--- src/rtl/wb_shadow_copy_master.sv ---
// Wishbone master that copies LEN 16-bit words from SRC_BASE to DST_BASE, one read then one write per word.
// Optional ack watchdog with abort: define WB_COPY_TIMEOUT_EN.
module wb_shadow_copy_master #(
  parameter logic [18:0] SRC_BASE = 19'h7FF80,
  parameter logic [18:0] DST_BASE = 19'h07F80,
  parameter int unsigned LEN      = 128,
  parameter int unsigned TIMEOUT  = 255
) (
  input  logic        wb_clk_i,
  input  logic        wb_rst_i,
  input  logic        start_i,
  output logic        busy_o,
  output logic        done_o,
  output logic        err_o,
  input  logic [15:0] wbm_dat_i,
  output logic [15:0] wbm_dat_o,
  output logic [18:0] wbm_adr_o,
  output logic        wbm_we_o,
  output logic        wbm_tga_o,
  output logic        wbm_stb_o,
  output logic        wbm_cyc_o,
  output logic [1:0]  wbm_sel_o,
  input  logic        wbm_ack_i
);

  localparam int unsigned IDX_W = 16;
  localparam int unsigned ADR_W = 19;
  localparam int unsigned DAT_W = 16;
  localparam int unsigned WD_W  = 8;
  localparam logic [IDX_W-1:0] LAST_IDX = IDX_W'(LEN - 1);

  typedef enum logic [2:0] {S_IDLE, S_RD, S_RGAP, S_WR, S_WGAP, S_DONE} state_t;

  state_t            state_q;
  logic [IDX_W-1:0]  idx_q;
  logic [IDX_W-1:0]  idx_d;
  logic [DAT_W-1:0]  data_q;
  logic [DAT_W-1:0]  dat_o_q;
  logic [ADR_W-1:0]  adr_q;
  logic [ADR_W-1:0]  src_adr_d;
  logic [ADR_W-1:0]  dst_adr_d;
  logic              cyc_q;
  logic              stb_q;
  logic              we_q;
  logic [1:0]        sel_q;
  logic              busy_q;
  logic              done_q;

  // Addresses wrap naturally modulo 2^19.
  assign idx_d     = idx_q + IDX_W'(1);
  assign src_adr_d = SRC_BASE + ADR_W'(idx_q);
  assign dst_adr_d = DST_BASE + ADR_W'(idx_q);

`ifdef WB_COPY_TIMEOUT_EN
  logic [WD_W-1:0] wd_q;
  logic            err_q;
  logic            wd_abort;

  assign wd_abort = ((state_q == S_RD) || (state_q == S_WR)) && !wbm_ack_i
                    && (wd_q == WD_W'(TIMEOUT));
  assign err_o    = err_q;
`else
  logic unused_timeout;

  assign unused_timeout = (WD_W'(TIMEOUT) != '0);
  assign err_o          = 1'b0;
`endif

  always_ff @(posedge wb_clk_i) begin
    if (wb_rst_i) begin
      state_q <= S_IDLE;
      idx_q   <= '0;
      data_q  <= '0;
      dat_o_q <= '0;
      adr_q   <= '0;
      cyc_q   <= 1'b0;
      stb_q   <= 1'b0;
      we_q    <= 1'b0;
      sel_q   <= 2'b00;
      busy_q  <= 1'b0;
      done_q  <= 1'b0;
`ifdef WB_COPY_TIMEOUT_EN
      wd_q    <= '0;
      err_q   <= 1'b0;
`endif
    end else begin
      done_q <= 1'b0;
`ifdef WB_COPY_TIMEOUT_EN
      err_q  <= 1'b0;
      wd_q   <= '0;
`endif
      unique case (state_q)
        S_IDLE: begin
          if (start_i) begin
            state_q <= S_RD;
            busy_q  <= 1'b1;
            cyc_q   <= 1'b1;
            stb_q   <= 1'b1;
            we_q    <= 1'b0;
            sel_q   <= 2'b11;
            adr_q   <= src_adr_d;
          end
        end
        S_RD: begin
          if (wbm_ack_i) begin
            data_q  <= wbm_dat_i;
            stb_q   <= 1'b0;
            state_q <= S_RGAP;
          end
`ifdef WB_COPY_TIMEOUT_EN
          else begin
            wd_q <= wd_q + WD_W'(1);
          end
`endif
        end
        // Gap cycle swallows the duplicate ack of a registered-ack slave.
        S_RGAP: begin
          state_q <= S_WR;
          stb_q   <= 1'b1;
          we_q    <= 1'b1;
          adr_q   <= dst_adr_d;
          dat_o_q <= data_q;
        end
        S_WR: begin
          if (wbm_ack_i) begin
            stb_q <= 1'b0;
            we_q  <= 1'b0;
            if (idx_q == LAST_IDX) begin
              state_q <= S_DONE;
              cyc_q   <= 1'b0;
              sel_q   <= 2'b00;
              busy_q  <= 1'b0;
              done_q  <= 1'b1;
              idx_q   <= '0;
            end else begin
              idx_q   <= idx_d;
              state_q <= S_WGAP;
            end
          end
`ifdef WB_COPY_TIMEOUT_EN
          else begin
            wd_q <= wd_q + WD_W'(1);
          end
`endif
        end
        S_WGAP: begin
          state_q <= S_RD;
          stb_q   <= 1'b1;
          adr_q   <= src_adr_d;
        end
        S_DONE: begin
          state_q <= S_IDLE;
        end
        default: begin
          state_q <= S_IDLE;
        end
      endcase
`ifdef WB_COPY_TIMEOUT_EN
      // Watchdog expiry overrides whatever the state logic chose this edge.
      if (wd_abort) begin
        state_q <= S_IDLE;
        cyc_q   <= 1'b0;
        stb_q   <= 1'b0;
        we_q    <= 1'b0;
        sel_q   <= 2'b00;
        busy_q  <= 1'b0;
        idx_q   <= '0;
        err_q   <= 1'b1;
      end
`endif
    end
  end

  assign busy_o    = busy_q;
  assign done_o    = done_q;
  assign wbm_dat_o = dat_o_q;
  assign wbm_adr_o = adr_q;
  assign wbm_we_o  = we_q;
  assign wbm_tga_o = 1'b0;
  assign wbm_stb_o = stb_q;
  assign wbm_cyc_o = cyc_q;
  assign wbm_sel_o = sel_q;

endmodule

--- config.mk ---
export PLATFORM = sky130hd
export DESIGN_NAME = wb_shadow_copy_master
export DESIGN_NICKNAME = d
export VERILOG_FILES = /design/src/rtl/wb_shadow_copy_master.sv
export SDC_FILE = /design/constraint.sdc
export NUM_CORES = 1
export LEC_CHECK = 0
export CAP_MARGIN = 10
export CORE_UTILIZATION = 51
export CTS_CLUSTER_DIAMETER = 200
export CTS_CLUSTER_SIZE = 12
export DETAILED_ROUTE_END_ITERATION = 10
export HOLD_SLACK_MARGIN = 0.08
export PLACE_DENSITY = 0.77
export SYNTH_ARGS = -nofsm -noshare
export SYNTH_HDL_FRONTEND = slang
export SYNTH_SLANG_ARGS = --single-unit
--- constraint.sdc ---
create_clock -name wb_clk_i -period 3.2 [get_ports wb_clk_i]
set_input_delay 0.96 -clock wb_clk_i [delete_from_list [all_inputs] [get_ports wb_clk_i]]
set_output_delay 0.96 -clock wb_clk_i [all_outputs]
set_load 0.005 [all_outputs]
### Metal 2

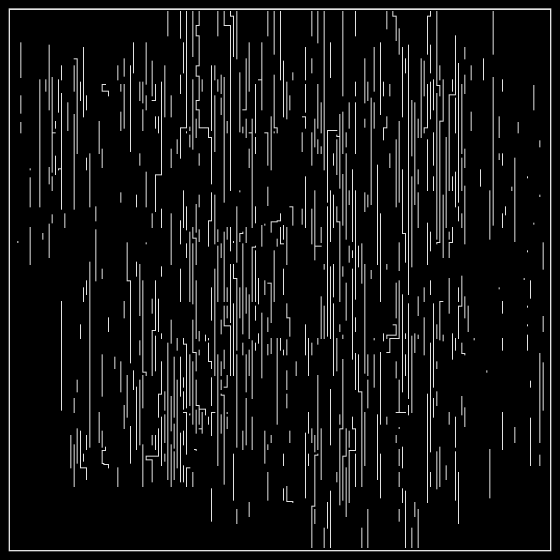
nets with wire on the layer	349
share of all routed wire	46%
longest straight run	36.7 um
main direction	vertical

### Sequential cells colored by netlist name

The bar under the picture is 20 um long. Other sequential cells in the stronger gray, the rest of the logic in the fainter gray.
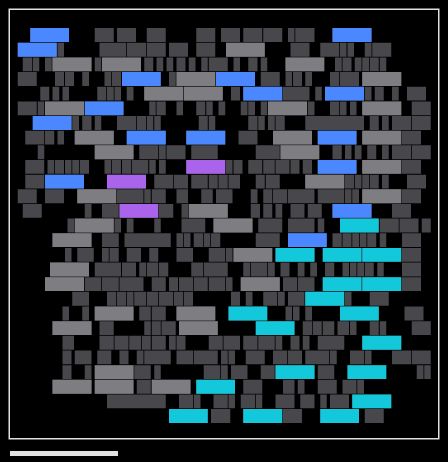
color	name in the netlist	flops
blue	data_q	16
purple	state_q	3
cyan	wbm_adr_o	18

### Signal wires on met3

The bar under the picture is 20 um long. Cells faint in the background.
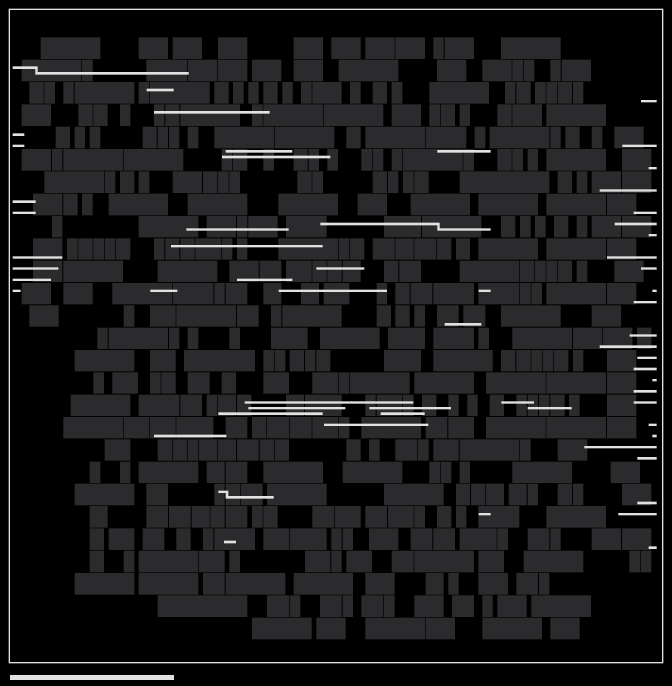
main direction	horizontal
longest straight run	20.2 um
wire length on this layer	341 um

==> Changelog: implementation <==
## Flow update

* Pre-CTS WS at 0.198 ns
* Critical R2R Capture: idx_q[12]
* Fmax at about 0.38 GHz
* Non-clock inverter count at 6
* Worst setup path start: wbm_ack_i
* GR Layer Usage met2 at approximately a third
* Nets at 445
* Non-CTS buffers at 68
* Max-cap violation count at 0
* Layout area overhead at 26.6%
* Instance count on the critical path at 5
* Placed Area at between 3000 and 4000 um2
* Avg Inst Size Synth at slightly above 8 um2
* DR iter-0 viols at between 150 and 200
* RSZ-0062 raised after global routing: no
* Fin. max-slew vios at 0
* Gate Count Post-Synth at 375
* Die Y-Extent at around 79 um
* Top class by area: sequential cells
* Die Wd at between 70 and 80 um
* Routed len/inst at around 13 um
* # fillers at around 470
* First-pass GRT wire length at approximately 11000 um
* Min-Delay Endpoint: wbm_dat_o[11]
* Worst path most repeated cell: or4_1
* Share of cells above drive strength 1 at between 6 and 7%
* Metal3 WL at 340 um
* Worst EP required at approximately 3.5 ns
* Dpl cells at 483
* Post-CTS Resized at 0
* CORE AREA at between 5000 and 6000 um2
* Final setup violation count at 0
* Worst setup margin at approximately 0.56 ns
* Total Routing Usage GR at between 20% and 30%
* GRT Max-Usage Layer: met2
* Register Area at around 1500 um2
* Status: completed
* Final Hold Viols at 0
* Total Wirelength at 6490 um
* Worst Path Max Fanout at 3
* Number of enable flip-flop cells at 0
-- report_power, final --
group	total [mW]	internal [mW]	switching [mW]
clock network	0.785	0.456	0.330
logic	0.194	0.0992	0.0944
registers	0.970	0.941	0.0282
-- worst reg2reg max path, stage by stage, from the launching register on --
cell and delay, ns:
dfxtp_1 0.67, nand3b_1 0.29, or4_1 0.65, or4_1 0.42, a21oi_1 0.15
-- cells by family (layout without fill, tap and decap cells) --
kind of cell,after synthesis,in the layout,synth area share (%)
and+or+nand+nor,166,166,25.5
AOI/OAI and AO/OA,77,77,14.9
DFF,73,73,47.8
buffers and inverters,39,89,5.93
xor gates and xnor gates,16,16,4.58
adders and majority gates,3,3,1.23
other,1,2,0.123
